**src/rtl/hilo_pkg.sv**
```systemverilog
// Package: hilo_pkg
// Shared definitions for the HiLo multiply/divide sequencer.
//   DATA_WIDTH   default operand width (HiLo is twice this)
//   OP_W         width of the op-code field
//   DIV_ZERO_LO  Lo value written when a divide has a zero divisor
//   hilo_op_t    op-code enum
//   hilo_state_t controller FSM state
//   op_class_t   coarse op grouping used by the controller
// Optional feature macro: HILO_MADD_EN adds MADD/MADDU/MSUB/MSUBU.
// Those four codes do not fit beside the six base ops in 3 bits, so the
// op field widens to 4 bits only when the feature is built in.
package hilo_pkg;

  localparam int DATA_WIDTH = 32;

`ifdef HILO_MADD_EN
  localparam int OP_W = 4;
`else
  localparam int OP_W = 3;
`endif

  localparam logic [DATA_WIDTH-1:0] DIV_ZERO_LO = '1;

  // Codes 6 and 7 are deliberately left undefined.
  typedef enum logic [OP_W-1:0] {
    OP_MULT  = OP_W'(0),
    OP_MULTU = OP_W'(1),
    OP_DIV   = OP_W'(2),
    OP_DIVU  = OP_W'(3),
    OP_MTHI  = OP_W'(4),
    OP_MTLO  = OP_W'(5)
`ifdef HILO_MADD_EN
    ,
    OP_MADD  = OP_W'(8),
    OP_MADDU = OP_W'(9),
    OP_MSUB  = OP_W'(10),
    OP_MSUBU = OP_W'(11)
`endif
  } hilo_op_t;

  typedef enum logic [1:0] {ST_IDLE, ST_MUL, ST_DIV, ST_WRITE} hilo_state_t;

  typedef enum logic [1:0] {CLS_NONE, CLS_MUL, CLS_DIV, CLS_MOVE} op_class_t;

  function automatic op_class_t op_class(logic [OP_W-1:0] op);
    case (op)
      OP_MULT, OP_MULTU: return CLS_MUL;
`ifdef HILO_MADD_EN
      OP_MADD, OP_MADDU, OP_MSUB, OP_MSUBU: return CLS_MUL;
`endif
      OP_DIV, OP_DIVU:   return CLS_DIV;
      OP_MTHI, OP_MTLO:  return CLS_MOVE;
      default:           return CLS_NONE;
    endcase
  endfunction

  function automatic logic op_signed(logic [OP_W-1:0] op);
    case (op)
      OP_MULT, OP_DIV: return 1'b1;
`ifdef HILO_MADD_EN
      OP_MADD, OP_MSUB: return 1'b1;
`endif
      default: return 1'b0;
    endcase
  endfunction

endpackage

```
**src/rtl/hilo_muldiv_ctrl_if.sv**
```systemverilog
// Interface: hilo_muldiv_ctrl_if
// Request/response bundle between decode (master) and the HiLo sequencer (slave).
//   Start, Op, OperandA, OperandB, HiLoIn, Flush      master -> slave
//   Busy, HiLoWriteEnable, HiLoWriteData, DivByZero   slave -> master
interface hilo_muldiv_ctrl_if #(
  parameter int DATA_WIDTH = hilo_pkg::DATA_WIDTH
);
  logic                        Start;
  logic [hilo_pkg::OP_W-1:0]   Op;
  logic [DATA_WIDTH-1:0]       OperandA;
  logic [DATA_WIDTH-1:0]       OperandB;
  logic [2*DATA_WIDTH-1:0]     HiLoIn;
  logic                        Flush;
  logic                        Busy;
  logic                        HiLoWriteEnable;
  logic [2*DATA_WIDTH-1:0]     HiLoWriteData;
  logic                        DivByZero;

  modport master (
    output Start, Op, OperandA, OperandB, HiLoIn, Flush,
    input  Busy, HiLoWriteEnable, HiLoWriteData, DivByZero
  );

  modport slave (
    input  Start, Op, OperandA, OperandB, HiLoIn, Flush,
    output Busy, HiLoWriteEnable, HiLoWriteData, DivByZero
  );
endinterface

```
**src/rtl/muldiv_iter_core.sv**
```systemverilog
// Module: muldiv_iter_core
// Shared iterative datapath: shift-add multiply or restoring divide on
// unsigned magnitudes, BITS_PER_CYCLE bits retired per step.
//   clk       rising-edge clock
//   load      capture a, b and the mode; clears the upper accumulator half
//   step      advance one iteration
//   is_div    mode captured on load (1 = divide, 0 = multiply)
//   a, b      multiplier/multiplicand or dividend/divisor magnitudes
//   acc_next  accumulator after the pending step: {hi, lo} product or
//             {remainder, quotient}
module muldiv_iter_core #(
  parameter int DATA_WIDTH     = 32,
  parameter int BITS_PER_CYCLE = 1
) (
  input  logic                    clk,
  input  logic                    load,
  input  logic                    step,
  input  logic                    is_div,
  input  logic [DATA_WIDTH-1:0]   a,
  input  logic [DATA_WIDTH-1:0]   b,
  output logic [2*DATA_WIDTH-1:0] acc_next
);
  localparam int W = DATA_WIDTH;

  logic [2*W-1:0] acc_q, acc_d, step_res;
  logic [W-1:0]   b_q, b_d;
  logic           is_div_q, is_div_d;
  logic [W:0]     part;

  // One iteration. The accumulator's low half holds the multiplier or the
  // not-yet-consumed dividend bits; the high half the partial sum/remainder.
  // NOTE: blocking assignments here are intentional; each inner loop pass
  // builds on the previous one within the same combinational evaluation.
  always_comb begin : step_logic
    // NOTE: every variable gets a default first so no latch is inferred.
    step_res = acc_q;
    part     = '0;
    for (int i = 0; i < BITS_PER_CYCLE; i++) begin
      if (is_div_q) begin
        part = step_res[2*W-1:W-1];
        if (part >= {1'b0, b_q}) begin
          part     = part - {1'b0, b_q};
          step_res = {part[W-1:0], step_res[W-2:0], 1'b1};
        end else begin
          step_res = {part[W-1:0], step_res[W-2:0], 1'b0};
        end
      end else begin
        part     = {1'b0, step_res[2*W-1:W]} + (step_res[0] ? {1'b0, b_q} : '0);
        step_res = {part, step_res[W-1:1]};
      end
    end
  end

  always_comb begin : reg_next
    acc_d    = acc_q;
    b_d      = b_q;
    is_div_d = is_div_q;
    if (load) begin
      acc_d    = {{W{1'b0}}, a};
      b_d      = b;
      is_div_d = is_div;
    end else if (step) begin
      acc_d = step_res;
    end
  end

  // NOTE: pure datapath registers carry no reset; they are always loaded
  // before the controller reads them.
  always_ff @(posedge clk) begin
    acc_q    <= acc_d;
    b_q      <= b_d;
    is_div_q <= is_div_d;
  end

  assign acc_next = step_res;
endmodule

```
**src/rtl/hilo_muldiv_ctrl.sv**
```systemverilog
// Module: hilo_muldiv_ctrl
// Multi-cycle multiply/divide sequencer that owns every write to HiLo.
//   Clock   rising-edge clock
//   Reset   synchronous, active-low
//   bus     hilo_muldiv_ctrl_if.slave: Start/Op/OperandA/OperandB/HiLoIn/Flush
//           in; Busy/HiLoWriteEnable/HiLoWriteData/DivByZero out
// MUL/DIV ops take N = DATA_WIDTH/BITS_PER_CYCLE iterations; the write strobe
// appears N+1 cycles after acceptance (1 cycle for MTHI/MTLO).
// BITS_PER_CYCLE must be 1, 2 or 4 and divide DATA_WIDTH.
// Optional feature macro: HILO_MADD_EN (MADD/MADDU/MSUB/MSUBU accumulate).
module hilo_muldiv_ctrl import hilo_pkg::*; #(
  parameter int DATA_WIDTH     = hilo_pkg::DATA_WIDTH,
  parameter int BITS_PER_CYCLE = 1
) (
  input  logic              Clock,
  input  logic              Reset,
  hilo_muldiv_ctrl_if.slave bus
);
  localparam int W     = DATA_WIDTH;
  localparam int N     = W / BITS_PER_CYCLE;
  localparam int CNT_W = $clog2(N);

  hilo_state_t      state_q, state_d;
  logic [CNT_W-1:0] cnt_q, cnt_d;
  logic             busy_q, busy_d, we_q, we_d, dz_q, dz_d;
  logic [2*W-1:0]   wdata_q, wdata_d;

  // Operand-side context captured at acceptance.
  logic [W-1:0]     opa_q, opa_d;
  logic             neg_lo_q, neg_lo_d;   // product sign / quotient sign
  logic             neg_hi_q, neg_hi_d;   // remainder sign
  logic             divz_q, divz_d;
`ifdef HILO_MADD_EN
  logic [OP_W-1:0]  op_q, op_d;
  logic [2*W-1:0]   hilo_q, hilo_d;
`endif

  op_class_t        acc_cls;
  logic             acc_sign_a, acc_sign_b;
  logic [W-1:0]     mag_a, mag_b;
  logic             core_load, core_step;
  logic [2*W-1:0]   core_res, result, prod;
  logic [W-1:0]     quo, rem;

  always_comb begin : accept_decode
    acc_cls    = op_class(bus.Op);
    acc_sign_a = op_signed(bus.Op) & bus.OperandA[W-1];
    acc_sign_b = op_signed(bus.Op) & bus.OperandB[W-1];
    mag_a      = acc_sign_a ? -bus.OperandA : bus.OperandA;
    mag_b      = acc_sign_b ? -bus.OperandB : bus.OperandB;
  end

  muldiv_iter_core #(
    .DATA_WIDTH     (W),
    .BITS_PER_CYCLE (BITS_PER_CYCLE)
  ) u_core (
    .clk      (Clock),
    .load     (core_load),
    .step     (core_step),
    .is_div   (acc_cls == CLS_DIV),
    .a        (mag_a),
    .b        (mag_b),
    .acc_next (core_res)
  );

  // Sign fix-up and merge, applied to the final iteration's result as it is
  // registered for the WRITE cycle.
  always_comb begin : fixup
    prod = neg_lo_q ? -core_res : core_res;
    quo  = neg_lo_q ? -core_res[W-1:0] : core_res[W-1:0];
    rem  = neg_hi_q ? -core_res[2*W-1:W] : core_res[2*W-1:W];
    if (state_q == ST_DIV) begin
      result = divz_q ? {opa_q, W'(DIV_ZERO_LO)} : {rem, quo};
    end else begin
      result = prod;
`ifdef HILO_MADD_EN
      case (op_q)
        OP_MADD, OP_MADDU: result = hilo_q + prod;
        OP_MSUB, OP_MSUBU: result = hilo_q - prod;
        default:           result = prod;
      endcase
`endif
    end
  end

  always_comb begin : fsm_next
    state_d   = state_q;
    cnt_d     = cnt_q;
    we_d      = 1'b0;
    dz_d      = 1'b0;
    wdata_d   = wdata_q;
    opa_d     = opa_q;
    neg_lo_d  = neg_lo_q;
    neg_hi_d  = neg_hi_q;
    divz_d    = divz_q;
`ifdef HILO_MADD_EN
    op_d      = op_q;
    hilo_d    = hilo_q;
`endif
    core_load = 1'b0;
    core_step = 1'b0;

    case (state_q)
      ST_IDLE: begin
        if (bus.Start && !bus.Flush) begin
          opa_d    = bus.OperandA;
          neg_lo_d = acc_sign_a ^ acc_sign_b;
          neg_hi_d = acc_sign_a;
          divz_d   = (acc_cls == CLS_DIV) && (bus.OperandB == '0);
          cnt_d    = '0;
`ifdef HILO_MADD_EN
          op_d     = bus.Op;
          hilo_d   = bus.HiLoIn;
`endif
          case (acc_cls)
            CLS_MUL: begin
              core_load = 1'b1;
              state_d   = ST_MUL;
            end
            CLS_DIV: begin
              core_load = 1'b1;
              state_d   = ST_DIV;
            end
            CLS_MOVE: begin
              state_d = ST_WRITE;
              we_d    = 1'b1;
              wdata_d = (bus.Op == OP_MTHI) ? {bus.OperandA, bus.HiLoIn[W-1:0]}
                                            : {bus.HiLoIn[2*W-1:W], bus.OperandA};
            end
            default: ;  // undefined op: accepted and dropped
          endcase
        end
      end
      ST_MUL, ST_DIV: begin
        core_step = 1'b1;
        if (cnt_q == CNT_W'(N - 1)) begin
          state_d = ST_WRITE;
          we_d    = 1'b1;
          wdata_d = result;
          dz_d    = (state_q == ST_DIV) && divz_q;
        end else begin
          cnt_d = cnt_q + 1'b1;
        end
      end
      ST_WRITE: state_d = ST_IDLE;
      default:  state_d = ST_IDLE;
    endcase

    if (bus.Flush && (state_q != ST_IDLE)) begin
      state_d = ST_IDLE;
      we_d    = 1'b0;
      dz_d    = 1'b0;
    end

    busy_d = (state_d != ST_IDLE);
  end

  always_ff @(posedge Clock) begin
    if (!Reset) begin
      state_q <= ST_IDLE;
      cnt_q   <= '0;
      busy_q  <= 1'b0;
      we_q    <= 1'b0;
      dz_q    <= 1'b0;
      wdata_q <= '0;
    end else begin
      state_q <= state_d;
      cnt_q   <= cnt_d;
      busy_q  <= busy_d;
      we_q    <= we_d;
      dz_q    <= dz_d;
      wdata_q <= wdata_d;
    end
  end

  always_ff @(posedge Clock) begin
    opa_q    <= opa_d;
    neg_lo_q <= neg_lo_d;
    neg_hi_q <= neg_hi_d;
    divz_q   <= divz_d;
`ifdef HILO_MADD_EN
    op_q     <= op_d;
    hilo_q   <= hilo_d;
`endif
  end

  assign bus.Busy            = busy_q;
  assign bus.HiLoWriteData   = wdata_q;
  // A Flush arriving in the WRITE cycle itself still cancels the write.
  assign bus.HiLoWriteEnable = we_q & ~bus.Flush;
  assign bus.DivByZero       = dz_q & ~bus.Flush;
endmodule
```
**src/flat_wrapper.sv**
```systemverilog
// flat-port wrapper written by rule: the top's interface ports become plain ports
module hilo_muldiv_ctrl_flat import hilo_pkg::*;
#(
  parameter int DATA_WIDTH     = hilo_pkg::DATA_WIDTH,
  parameter int BITS_PER_CYCLE = 1
)
  (Clock, Reset, bus_Start, bus_Op, bus_OperandA, bus_OperandB, bus_HiLoIn, bus_Flush, bus_Busy, bus_HiLoWriteEnable, bus_HiLoWriteData, bus_DivByZero);
  hilo_muldiv_ctrl_if #(.DATA_WIDTH(DATA_WIDTH)) bus_i ();
  input  logic Clock;
  input  logic Reset;
  input wire logic [$bits(bus_i.Start)-1:0] bus_Start;
  input wire logic [$bits(bus_i.Op)-1:0] bus_Op;
  input wire logic [$bits(bus_i.OperandA)-1:0] bus_OperandA;
  input wire logic [$bits(bus_i.OperandB)-1:0] bus_OperandB;
  input wire logic [$bits(bus_i.HiLoIn)-1:0] bus_HiLoIn;
  input wire logic [$bits(bus_i.Flush)-1:0] bus_Flush;
  output wire logic [$bits(bus_i.Busy)-1:0] bus_Busy;
  output wire logic [$bits(bus_i.HiLoWriteEnable)-1:0] bus_HiLoWriteEnable;
  output wire logic [$bits(bus_i.HiLoWriteData)-1:0] bus_HiLoWriteData;
  output wire logic [$bits(bus_i.DivByZero)-1:0] bus_DivByZero;
  assign bus_i.Start = bus_Start;
  assign bus_i.Op = bus_Op;
  assign bus_i.OperandA = bus_OperandA;
  assign bus_i.OperandB = bus_OperandB;
  assign bus_i.HiLoIn = bus_HiLoIn;
  assign bus_i.Flush = bus_Flush;
  assign bus_Busy = bus_i.Busy;
  assign bus_HiLoWriteEnable = bus_i.HiLoWriteEnable;
  assign bus_HiLoWriteData = bus_i.HiLoWriteData;
  assign bus_DivByZero = bus_i.DivByZero;
  hilo_muldiv_ctrl #(.DATA_WIDTH(DATA_WIDTH), .BITS_PER_CYCLE(BITS_PER_CYCLE)) u_core (.Clock(Clock), .Reset(Reset), .bus(bus_i));
endmodule
```
**config.mk**
```make
export PLATFORM = sky130hd
export DESIGN_NAME = hilo_muldiv_ctrl_flat
export DESIGN_NICKNAME = d
export VERILOG_FILES = /design/src/rtl/hilo_pkg.sv /design/src/rtl/hilo_muldiv_ctrl_if.sv /design/src/rtl/muldiv_iter_core.sv /design/src/rtl/hilo_muldiv_ctrl.sv /design/src/flat_wrapper.sv
export SDC_FILE = /design/constraint.sdc
export NUM_CORES = 1
export LEC_CHECK = 0
export CAP_MARGIN = 30
export CORE_MARGIN = 2
export CORE_UTILIZATION = 40
export CTS_BUF_LIST = sky130_fd_sc_hd__clkbuf_4
export DETAILED_ROUTE_END_ITERATION = 8
export HOLD_SLACK_MARGIN = 0.06
export SLEW_MARGIN = 20
export SYNTH_ARGS = -nofsm -noshare
export SYNTH_HDL_FRONTEND = slang
export SYNTH_SLANG_ARGS = --single-unit
```
**constraint.sdc**
```tcl
create_clock -name Clock -period 7 [get_ports Clock]
set_clock_uncertainty 0.15 [all_clocks]
set_input_delay 1.75 -clock Clock [delete_from_list [all_inputs] [get_ports Clock]]
set_output_delay 1.75 -clock Clock [all_outputs]
set_load 0.01 [all_outputs]
```
==> Slide: Implementation Results, run 1 <==
Synthesis and Place & Route Summary

Final layout
  • Logic cell area: 11700 um^2
  • Non-Filler Instances: 2996
  • # fillers: 4293
  • Final Core Density: 0.490
  • Sequential Area: 5120 um^2
  • Total Nets Final: 2571
  • Area delta synth->final: 20.1%
  • Final instance area: 21200 um^2

Clocking
  • Clk_lat worst skew: 800 ps
  • Reg clk slew, reported paths: 60 ps
  • CTS tree: built
  • Hold-fix buffers, CTS: 0
  • Post-CTS Resized: 0
  • CTS Buf Count: 68
  • Root Buffer: clkbuf_4
  • CTS Sinks: 206
  • Max Root-Sink Buffers: 3
  • CTS HTree Levels: 3
  • Post-CTS setup buffer count: 0

Synthesis
  • Synthesis area per yosys: 17600 um^2
  • Yosys cell count: 2167
  • Post-synthesis cell count: 2167
  • Synth unique cells: 96
  • Largest family of logic cells by area: AND-OR/OR-AND gates
  • Post-Syn Nets: 2380
  • Syn avg cell area: 8.14 um^2
  • Async SR Flop Fraction: 0
  • Synth Seq Share: 0.290
  • Adders+Majority by Area: 0.0562
  • Basic Gates by Area: 0.194
  • XORs/XNORs by Area: 0.0884
  • Area fraction in compound gates: 0.250
  • Main flop type after synthesis: dfxtp_1
  • Ys Warns: 0
  • Number of enable flip-flop cells: 100
  • Synth mux share: 0.0748
  • Netlist Area Pre-Place: 17600 um^2
  • FF+latch count, synth: 206

Detailed routing
  • Top sig layer: met4
  • DR WL met3: 4.38 mm
  • Vias/cell: 6.07
  • DR iter-0 viols: 1652
  • Residual DRC: 0
  • WL met2: 33.6 mm
  • Met1 Wirelength: 29.4 mm
  • ANT nets after route: 0
  • Vias: 18200
  • WL/cell: 23.8 um

Timing
  • Final worst slack: 818 ps
  • Period minus WS final: 6180 ps
  • Worst rel slew slack: 0.341
  • Final Cycle Share: 0.883
  • Min Hold Slack: 306 ps
  • F_max: 0.162 GHz
  • Final setup viols: 0
  • Unrepaired setup endpoints after global routing: false
  • Worst Max-Slew Pin Slew: 989 ps
  • Max-slew violation count: 0
  • Sum Neg Setup Slack: 0 ps
  • Hold Violations, Final: 0

Place
  • PortBufs: 201
  • Place WS: 1040 ps
  • Area after DPL: 20300 um^2
  • DPL Wire Length: 53.2 mm
  • Placed cells: 2870
  • RD Place Congestion: 0.971

Power and ir drop
  • Pint: 0.00369 W
  • Worst vdd ir: 0.117 mV
  • Combinational share of power: 0.569
  • Net Sw Power: 0.00335 W
  • Power per standard cell area: 332 nW/um^2
  • Clock power share: 0.192
  • Final Total Pwr: 0.00704 W
  • Leakage power: 7.90 nW

Floorplanning
  • Fp util: 0.408
  • CORE AREA: 43300 um^2
  • Die x size: 214 um
  • Full die area: 45800 um^2
  • Ports: 202
  • Die height: 214 um

Setup path
  • CP Data Required Time: 7500 ps
  • Worst setup SP type: register
  • Crit Path Max Fanout: 6
  • Worst setup path category: register to register
  • CP Capture Type: register
  • WP data arrival: 6680 ps

Flow run
  • OpenROAD warning count: 30
  • Max_cap viols: 0

Global route
  • Gr busiest metal: met2
  • Met2 Track Usage GR: 0.505
  • Vias in the first global route: 17900
  • Total gr overflow: 0
  • GRT Total Usage: 0.303
  • Met1 Use GR: 0.374
  • Largest net degree at the start of global routing: 78
  • First-pass GRT wire length: 107 mm
  • Antenna violations before repair: 7

Outcome
  • Status: finished, final reports clean

Min path
  • Hold Crit Class: register to register
## run 1: registers in the layout, summed over array words and instances (netlist names)
| name | cells |
|---|---|
| u_core.neg_lo_q | 1 |
| u_core.u_core.b_q | 32 |
| u_core.we_q | 1 |
| u_core.u_core.acc_q | 64 |
| u_core.state_q | 2 |
| u_core.neg_hi_q | 1 |
| u_core.divz_q | 1 |
| u_core.cnt_q | 5 |
| u_core.opa_q | 32 |
| u_core.bus.Busy | 1 |
| u_core.bus.HiLoWriteData | 64 |
| u_core.dz_q | 1 |
| u_core.u_core.is_div_q | 1 |
## run 1: power groups by stage
stage	Sequential, W	Clock (W)	Combinational (W)
3_3_place_gp	0.00170	0	0.00388
2_1_floorplan	0.00163	0	0.00263
5_1_grt	0.00170	0.00144	0.00431
4_1_cts	0.00168	0.00139	0.00393
6_report	0.00168	0.00135	0.00401
3_5_place_dp	0.00170	0	0.00390
## run 1: area by class of cell
type,instances,area share
clock buffers,107,0.0379
repair buffers,252,0.115
diodes,1,0.000118
inverters,72,0.0128
multi-input cells,1758,0.554
well taps,585,0.0345
flip-flops and latches,206,0.242
clock inverters,15,0.00419
## run 1: worst max-delay path, cell delays in order, from the launching register on
cell,delay (ps)
dfxtp_1,350
ha_1,390
a21o_1,220
a21oi_1,430
a2111o_1,360
a311o_1,410
a41o_1,280
ha_1,330
o2111ai_1,230
or4_1,600
nand3b_1,230
nor2_1,140
nand3_1,180
nor2_1,440
nand3_1,320
o41ai_1,420
xor2_1,260
o221ai_1,160
nor3b_1,170
## run 1: cells in the final DEF (no fill, tap or decap), types with 32 or more instances in the layout
cell type	netlist	routed
inv_1	71	71
ha_1	76	75
mux2i_1	71	71
clkdlybuf4s50_1	0	201
mux2_2	54	54
dfxtp_1	106	106
o221ai_1	52	52
xnor2_1	90	90
nand2_1	230	230
edfxtp_1	100	100
a21o_1	32	32
a31oi_1	32	32
nand3_1	32	32
xor2_1	88	88
buf_4	2	46
and2_1	43	43
nor2_1	183	181
o21ai_0	121	121
a21oi_1	205	205
nor3_1	64	64
clkbuf_4	0	107
## run 1: final timing paths
| path | slack, ps | startpoint | cells after the start | end |
|---|---|---|---|---|
| hold reg to reg | 310 | u_core.bus.HiLoWriteData[6] | 2 | u_core.bus.HiLoWriteData[6] |
| setup / recovery | 820 | u_core.u_core.acc_q[34] | 18 | u_core.bus.HiLoWriteData[62] |
| hold / removal | 310 | u_core.bus.HiLoWriteData[6] | 2 | u_core.bus.HiLoWriteData[6] |
| setup reg to reg | 820 | u_core.u_core.acc_q[34] | 18 | u_core.bus.HiLoWriteData[62] |
## run 1: Yosys cell counts (27+ instances only)
cell	n	area share
nand2_1	230	0.049
a21oi_1	205	0.058
nor2_1	183	0.039
o21ai_0	121	0.034
dfxtp_1	106	0.12
edfxtp_1	100	0.17
xnor2_1	90	0.045
clkbuf_1	89	0.019
xor2_1	88	0.044
ha_1	76	0.054
inv_1	71	0.015
mux2i_1	71	0.040
nor3_1	64	0.018
mux2_2	54	0.034
o221ai_1	52	0.026
and2_1	43	0.015
a21o_1	32	0.014
a31oi_1	32	0.011
nand3_1	32	0.0091
a211oi_1	28	0.012
o31ai_1	27	0.011
Fig. 1: run 1, a small window of the routed layout
Region (151, 151) to (171, 171) um. Cells in grey, sequential cells in the stronger grey; small squares are vias.
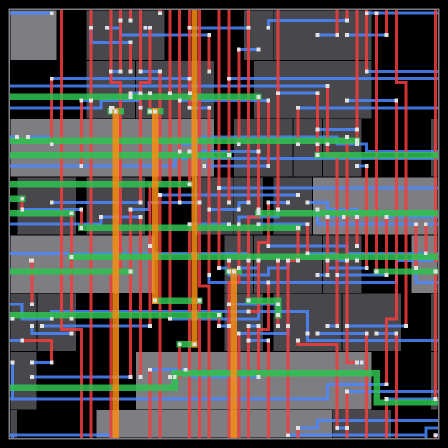
legend:
  M3:
    colour: green
  M4:
    colour: orange
  M2:
    colour: red
  M1:
    colour: blue
most frequent: nand2_1 (4), o21ai_0 (3), buf_4 (3)
netlist names of flops here include: u_core.bus.HiLoWriteData (2), u_core.opa_q (2)
cells with their middle in the window: 27
sequential cells in the window: 4

Fig. 2: run 1, routed metal, one colour a layer
Scale: 3 px per um. Only two layers are drawn.
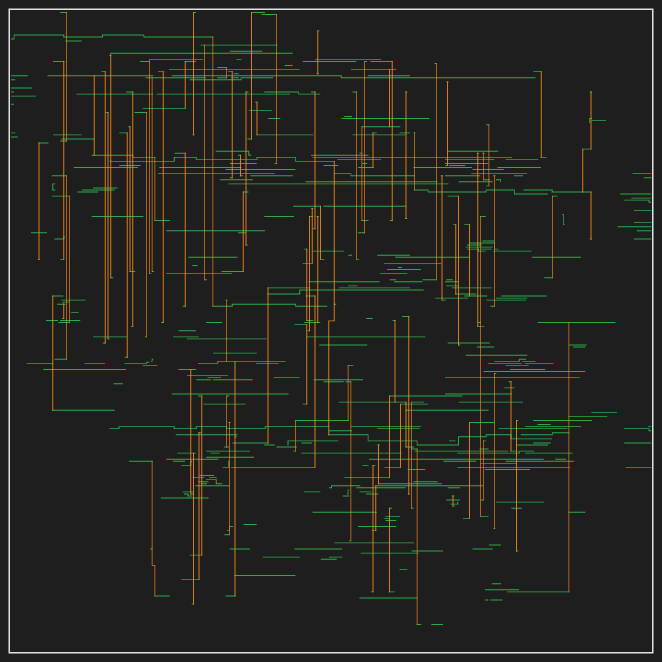
legend:
  M3:
    colour: green
    wire_length: 4380 um
  M4:
    colour: orange
    wire_length: 3940 um

Fig. 3: run 1, signal wires on met2
Scale: 1.5 px per um. Cells faint in the background.
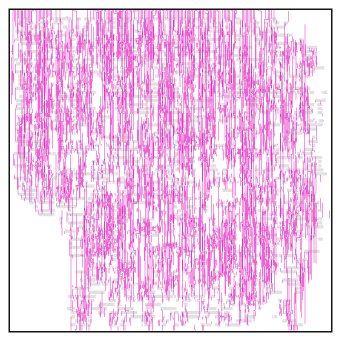
nets with wire on the layer: 2214
longest straight run: 77.2 um
share of all routed wire: 47%
wire length on this layer: 33.6 mm
main direction: vertical

==> run 2, diff against run 1 <==
Settings changed: CAP_MARGIN 30 to 25.
Fig. 4: run 2, clock wiring as the flow saved it
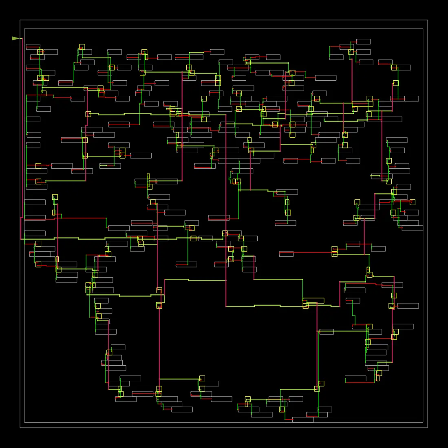
clk_lat worst skew: 820 ps
CTS Sinks: 206
CTS Buf Count: 68
P_clk: 0.00136 W
clock buf count: 101

Fig. 5: run 2, signal wires on met2
Scale: 1.5 px per um. Cells faint in the background.
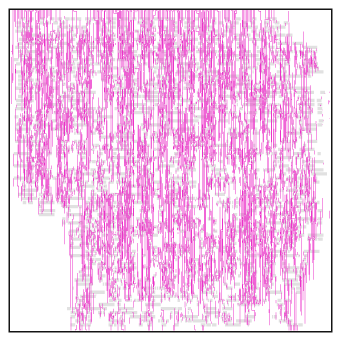
wire length on this layer: 33.9 mm
main direction: vertical
longest straight run: 79.2 um
share of all routed wire: 47%
nets with wire on the layer: 2226

==> run 2 against run 1 <==
Effect of this change:
- hold slack worse by 2.9 ps
- flip-flop count unchanged
- global-route usage is 0.083 points higher
- critical path type unchanged
- critical endpoint unchanged
- largest power group unchanged
- critical path depth grew 1
==> Slide: Implementation Results, run 2 <==
Synthesis and Place & Route Summary

Final layout
  • Most numerous logic cell after layout: nand2_1
  • Total Nets Final: 2567
  • Share of cells above drive strength 1: 0.106
  • Most frequent logic cells in the routed design: nand2_1, a21oi_1, clkdlybuf4s50_1
  • Area delta synth->final: 20.0%
  • Final instance area: 21200 um^2
  • Non-Filler Instances: 2992

Power and ir drop
  • Switching Share: 0.476
  • Worst vdd ir: 0.164 mV
  • Clock power share: 0.193
  • Combinational share of power: 0.568
  • Net Sw Power: 0.00335 W
  • Power per standard cell area: 333 nW/um^2
  • Leakage power: 7.88 nW
  • Final Total Pwr: 0.00704 W
  • Sequential Power Share: 0.239
  • Pint: 0.00369 W

Timing
  • Final Cycle Share: 0.878
  • Worst Max-Slew Pin Slew: 1000 ps
  • Hold Violations, Final: 0
  • Max-slew violation count: 0
  • Unrepaired setup endpoints after global routing: false
  • Sum Neg Setup Slack: 0 ps
  • Final setup viols: 0
  • Worst rel slew slack: 0.313
  • Period minus WS final: 6150 ps
  • F_max: 0.163 GHz
  • Final worst slack: 852 ps

Setup path
  • Slowest CP cell: or4_1
  • Worst setup path category: register to register
  • R2R depth: 19
  • CP Data Required Time: 7500 ps
  • Buf/Inv on CP: 1
  • WP data arrival: 6640 ps
  • Cell Chain, Critical Path: inv_1 -> ha_1 -> a21o_1 -> a21oi_1 -> a2111o_1 -> a311o_1 -> a41o_1 -> ha_1 -> o2111ai_1 -> or4_1 -> nand3b_1 -> nor2_1 -> nand3_1 -> nor2_1 -> nand3_1 -> o41ai_1 -> xor2_1 -> o221ai_1 -> nor3b_1
  • Slowest stage delay, CP: 610 ps
  • CP Capture Type: register
  • Critical R2R Launch: u_core.u_core.b_q[3]
  • R2R Path End: u_core.bus.HiLoWriteData[62]
  • CP delay by family, top: AND-OR/OR-AND gates
  • Worst setup SP type: register
  • Launch point of the worst path: u_core.u_core.b_q[3]
  • Crit Path Max Fanout: 6
  • Reg2Reg Setup Slack: 850 ps

Detailed routing
  • TritonRoute pass-1 iters: 5
  • Vias/cell: 6.10
  • DR iter-0 viols: 1723
  • WL/cell: 23.9 um
  • WL final: 71.6 mm
  • ANT nets after route: 0
  • Residual DRC: 0
  • Vias: 18200

Synthesis
  • Number of enable flip-flop cells: 100
  • Main flop type after synthesis: dfxtp_1
  • Top area cell types: edfxtp_1, dfxtp_1, a21oi_1, ha_1, nand2_1
  • Yosys cell count: 2167
  • Post-Syn Nets: 2380
  • Leading area contributor after synthesis: edfxtp_1
  • Synth unique cells: 96
  • Post-synthesis cell count: 2167
  • Synth top cell by count: nand2_1
  • FF+latch count, synth: 206
  • Synthesis area per yosys: 17600 um^2
  • Syn avg cell area: 8.14 um^2
  • Synth Seq Share: 0.290
  • Netlist Area Pre-Place: 17600 um^2
  • Area leader share: 0.170
  • Async SR Flop Fraction: 0
  • Ys Warns: 0
  • Top cells by count: nand2_1, a21oi_1, nor2_1

Global route
  • First-pass GRT wire length: 108 mm
  • Largest net degree at the start of global routing: 78
  • Antenna violations before repair: 9
  • Vias in the first global route: 17800
  • Total gr overflow: 0
  • GRT Total Usage: 0.304

Floorplanning
  • Die height: 214 um
  • Die x size: 214 um
  • Full die area: 45800 um^2
  • CORE AREA: 43300 um^2
  • Standard-cell row count: 76
  • Fp util: 0.408
  • Ports: 202

Place
  • Place WS: 1020 ps
  • RD Place Congestion: 0.971
  • DPL Wire Length: 53.2 mm
  • Placed cells: 2869
  • Area after DPL: 20300 um^2
  • PortBufs: 201

Clocking
  • CTS tree: built
  • Post-CTS Resized: 0
  • CTS HTree Levels: 3
  • Reg clk slew, reported paths: 70 ps
  • Root Buffer: clkbuf_4
  • Hold-fix buffers, CTS: 0
  • Post-CTS setup buffer count: 0
  • Max Root-Sink Buffers: 3

Min path
  • Hold_sp: u_core.bus.HiLoWriteData[8]
  • Hold Path Depth: 2
  • Hold Crit Class: register to register
  • WHS Endpoint: u_core.bus.HiLoWriteData[8]

Outcome
  • Status: finished, final reports clean

Flow run
  • Max_cap viols: 0
  • OpenROAD warning count: 30
Fig. 6: run 2, wires at chosen ports, followed through buffers
Scale: 1.5 px per um.
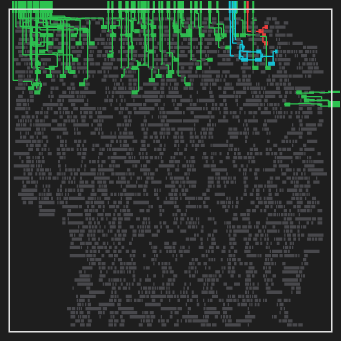
legend:
  bus_HiLoIn:
    colour: green
    bits: 64
    direction: input
    edge: 60 top, 4 right
    end_cells: 64
    wire: 2350 um
  bus_Op:
    colour: cyan
    bits: 3
    direction: input
    edge: top
    end_cells: 8
    wire: 169 um
  bus_Flush:
    colour: red
    bits: 1
    direction: input
    edge: top
    end_cells: 4
    wire: 36.6 um

-- run 2: cells by family (layout without fill, tap and decap cells) --
group / after synthesis / in the layout / synth area share
simple gates: 716 / 716 / 0.194
xor+xnor: 178 / 178 / 0.0884
compound gates: 661 / 661 / 0.250
fa+ha+maj: 78 / 78 / 0.0562
mux: 125 / 125 / 0.0748
other cells: 0 / 2 / 0
buf+inv: 203 / 441 / 0.0461
flops: 206 / 206 / 0.290
-- run 2: final cells by class --
type / count / area [um^2]
inverter: 72 / 270
sequential: 206 / 5120
multi-input combinational: 1758 / 11700
clock inverter: 20 / 136
clock buffer: 101 / 758
antenna: 2 / 5.00
timing repair buffer: 248 / 2400
fill: 4311 / 22100
tap: 585 / 732
-- run 2: tightest hold or removal path: cells and delay by family (launching register included) --
family	cells	cell delay [ps]
compound gates	1	50
flops	1	300
simple gates	1	50
-- run 2: power groups by stage --
| stage | clock network [W] | registers [W] | logic [W] |
|---|---|---|---|
| 3_5_place_dp | 0 | 0.00170 | 0.00391 |
| 4_1_cts | 0.00139 | 0.00168 | 0.00393 |
| 2_1_floorplan | 0 | 0.00163 | 0.00263 |
| 5_1_grt | 0.00144 | 0.00170 | 0.00431 |
| 6_report | 0.00136 | 0.00168 | 0.00400 |
| 3_3_place_gp | 0 | 0.00170 | 0.00388 |
-- run 2: metal layers --
layer | up-vias | track usage | wire length (um)
li1 | 8474 | - | -
met1 | 8850 | 0.377 | 29700
met2 | 722 | 0.508 | 33900
met3 | 200 | 0.0508 | 4180
met4 | 0 | 0.155 | 3830
met5 | - | 0 | 0
-- run 2: stage by stage --
stage                util  hold slack [ps]
floorplan               -              310
global placement    0.468              290
detailed placement  0.468              296
CTS                 0.489              304
global route        0.489              328
finish              0.489              303
-- run 2: worst max-delay path by stage --
stage	endpoint	slack (ps)	cells past startpoint
finish	u_core.bus.HiLoWriteData[62]	850	19
global route	u_core.bus.HiLoWriteData[62]	510	20
CTS	u_core.bus.HiLoWriteData[62]	960	20
detailed placement	u_core.bus.HiLoWriteData[62]	1020	20
global placement	u_core.bus.HiLoWriteData[62]	1050	20
floorplan	u_core.u_core.b_q[0]	1170	5
==> run 3, diff against run 2 <==
Settings changed: CORE_UTILIZATION 40 to 25.
Fig. 7: run 3, signal wires on met2
Scale: 1.5 px per um. Cells faint in the background.
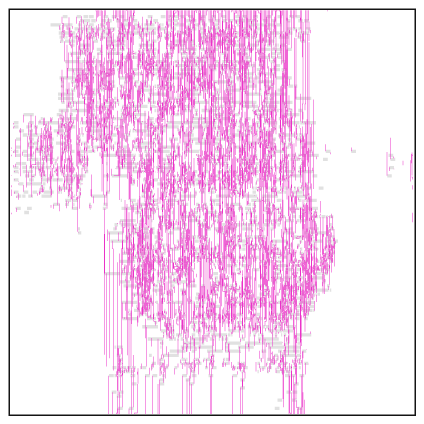
main direction: vertical
wire length on this layer: 33.3 mm
share of all routed wire: 47%
nets with wire on the layer: 2127
longest straight run: 97.2 um

Fig. 8: run 3, routed metal, one colour a layer
Scale: 2 px per um. Only two layers are drawn.
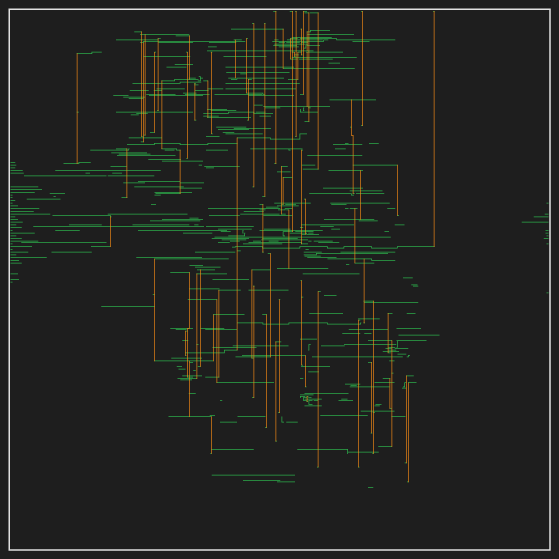
legend:
  M3:
    colour: green
    wire_length: 5130 um
  M4:
    colour: orange
    wire_length: 3080 um

==> run 3 against run 2 <==
Effect of this change:
- hold slack improved by 0.92 ps
- critical endpoint unchanged
- worst setup slack got worse by 11 ps
- via count fell by 1.3%
- sequential share of layout area fell by 0.41 points
- first-iteration DRC count rose by 7.1%
==> Slide: Implementation Results, run 3 <==
Synthesis and Place & Route Summary

Detailed routing
  • Vias: 18000
  • Residual DRC: 0
  • ANT nets after route: 0
  • Vias/cell: 5.38
  • DR iter-0 viols: 1846
  • WL/cell: 21.3 um
  • TritonRoute pass-1 iters: 6
  • WL final: 71.4 mm

Setup path
  • R2R depth: 18
  • Crit Path Max Fanout: 11
  • R2R Path End: u_core.bus.HiLoWriteData[62]
  • CP Capture Type: register
  • Worst setup path category: register to register
  • WP data arrival: 6710 ps
  • Reg2Reg Setup Slack: 840 ps
  • Launch point of the worst path: u_core.u_core.acc_q[51]
  • CP Data Required Time: 7560 ps
  • Worst setup SP type: register
  • Critical R2R Launch: u_core.u_core.acc_q[51]
  • Crit path to: u_core.bus.HiLoWriteData[62]

Place
  • RD Place Congestion: 0.934
  • DPL Wire Length: 53.7 mm
  • PortBufs: 201

Power and ir drop
  • Worst vdd ir: 0.136 mV
  • Switching Share: 0.477
  • Leakage power: 7.83 nW
  • Combinational share of power: 0.580
  • Power per standard cell area: 317 nW/um^2
  • Sequential Power Share: 0.245
  • Pint: 0.00357 W
  • Clock power share: 0.174
  • Net Sw Power: 0.00325 W
  • Final Total Pwr: 0.00682 W

Synthesis
  • Synth Seq Share: 0.290
  • Yosys cell count: 2167
  • Post-Syn Nets: 2380
  • Top cells by count: nand2_1, a21oi_1, nor2_1
  • Main flop type after synthesis: dfxtp_1
  • Area leader share: 0.170
  • Async SR Flop Fraction: 0
  • Top area cell types: edfxtp_1, dfxtp_1, a21oi_1, ha_1, nand2_1
  • Syn avg cell area: 8.14 um^2
  • Ys Warns: 0
  • Synthesis area per yosys: 17600 um^2
  • Synth unique cells: 96
  • Synth top cell by count: nand2_1
  • Leading area contributor after synthesis: edfxtp_1
  • FF+latch count, synth: 206
  • Number of enable flip-flop cells: 100
  • Post-synthesis cell count: 2167
  • Netlist Area Pre-Place: 17600 um^2

Clocking
  • Reg clk slew, reported paths: 70 ps
  • CTS HTree Levels: 2
  • Post-CTS setup buffer count: 0
  • CTS tree: built
  • Hold-fix buffers, CTS: 0
  • CTS Buf Count: 59
  • Root Buffer: clkbuf_4
  • Max Root-Sink Buffers: 3
  • Post-CTS Resized: 0
  • CTS Sinks: 206

Final layout
  • Most numerous logic cell after layout: nand2_1
  • Total Nets Final: 2565
  • Share of cells above drive strength 1: 0.104
  • # fillers: 7529
  • Area delta synth->final: 22.0%
  • Logic cell area: 11700 um^2
  • Most frequent logic cells in the routed design: nand2_1, a21oi_1, clkdlybuf4s50_1
  • Sequential Area: 5120 um^2

Flow run
  • Max_cap viols: 0
  • OpenROAD warning count: 31

Timing
  • Max-slew violation count: 0
  • Sum Neg Setup Slack: 0 ps
  • Period minus WS final: 6160 ps
  • Final Cycle Share: 0.880
  • Worst rel slew slack: 0.356
  • Hold Violations, Final: 0
  • Worst Max-Slew Pin Slew: 966 ps
  • Final setup viols: 0
  • Unrepaired setup endpoints after global routing: false
  • F_max: 0.162 GHz

Global route
  • GRT Total Usage: 0.189
  • Largest net degree at the start of global routing: 67
  • Total gr overflow: 0
  • Vias in the first global route: 17100
  • First-pass GRT wire length: 107 mm
  • Antenna violations before repair: 5

Floorplanning
  • Die x size: 270 um
  • Standard-cell row count: 97
  • CORE AREA: 69900 um^2
  • Ports: 202
  • Fp util: 0.252
  • Die height: 270 um
  • Full die area: 72700 um^2

Min path
  • Hold Crit Class: register to register

Outcome
  • Status: finished, final reports clean
Fig. 9: run 3, clock wiring as the flow saved it
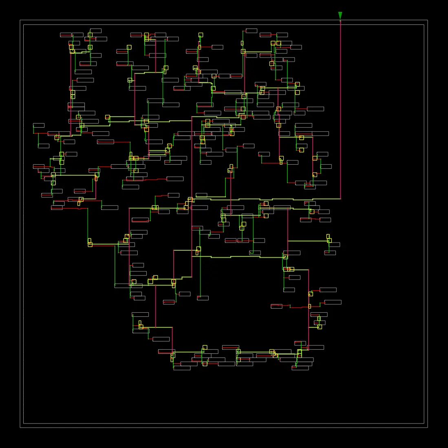
clock buf count: 89
FFs & Latches: 206
clk_lat worst skew: 860 ps

run 3: cell counts after synthesis:
Identical to the previous run, type by type.
run 3: critical path: stages (launching register included):
cell and delay (ps):
dfxtp_1 350, ha_1 460, a21oi_1 300, o21ai_1 170, and2_1 220, o31ai_2 700, a41o_1 370, ha_1 340
o2111ai_1 210, or4_1 620, nand3b_1 250, nor2_1 130, nand3_1 220, nor2_1 470, nand3_1 240, o41ai_1 350
xor2_1 170, o221ai_1 140, nor3b_1 170
run 3: worst min path at each step:
stage / depth (start not counted) / slack [ps] / startpoint / end
after floorplan: 2 / 310 / u_core.cnt_q[4] / u_core.cnt_q[4]
after global placement: 2 / 290 / u_core.bus.HiLoWriteData[46] / u_core.bus.HiLoWriteData[46]
after detailed placement: 2 / 300 / u_core.bus.HiLoWriteData[13] / u_core.bus.HiLoWriteData[13]
after CTS: 2 / 310 / u_core.bus.HiLoWriteData[13] / u_core.bus.HiLoWriteData[13]
after global routing: 2 / 330 / u_core.bus.HiLoWriteData[5] / u_core.bus.HiLoWriteData[5]
final: 2 / 300 / u_core.bus.HiLoWriteData[28] / u_core.bus.HiLoWriteData[28]
run 3: through the flow:
step                      std cells  utilization  instance area [um^2]  hold slack, ps  worst slack, ps
after floorplan                2167            -                 17600             310             1170
after global placement         3230        0.297                 20700             291             1130
after detailed placement       3230        0.297                 20700             296             1010
after CTS                      3341        0.308                 21500             305              982
after global routing           3346        0.308                 21500             328              552
final                          3346        0.308                 21500             304              840
run 3: power groups by stage:
stage	Combinational [W]	Clock [W]	Sequential [W]
2_1_floorplan	0.00263	0	0.00163
3_3_place_gp	0.00387	0	0.00169
3_5_place_dp	0.00387	0	0.00169
4_1_cts	0.00389	0.00122	0.00167
5_1_grt	0.00429	0.00128	0.00169
6_report	0.00396	0.00119	0.00167
run 3: layout make-up:
class                           count  share of cell area
Clock buffer                       89              0.0310
Antenna cell                        4            0.000465
Sequential cell                   206               0.238
Tap cell                          940              0.0546
Multi-Input combinational cell   1758               0.545
Timing Repair Buffer              255               0.113
Clock inverter                     22             0.00459
Inverter                           72              0.0126
run 3: cell families after synthesis:
family                   Yosys count  share of synthesized area
adder cells (fa/ha/maj)           78                     0.0562
AND/OR/NAND/NOR                  716                      0.194
AND-OR/OR-AND                    661                      0.250
buffers and inverters            203                     0.0461
multiplexers                     125                     0.0748
XOR/XNOR                         178                     0.0884
flip-flops                       206                      0.290
run 3: routing by layer:
| layer | global-route usage | wire length, um | share of wire |
|---|---|---|---|
| met3 | 0.0268 | 5130 | 0.072 |
| met1 | 0.244 | 29900 | 0.42 |
| met2 | 0.315 | 33300 | 0.47 |
| met5 | 0 | 0 | 0 |
| met4 | 0.0778 | 3080 | 0.043 |
No activity file was given, so power comes from the tool's default toggle rates.
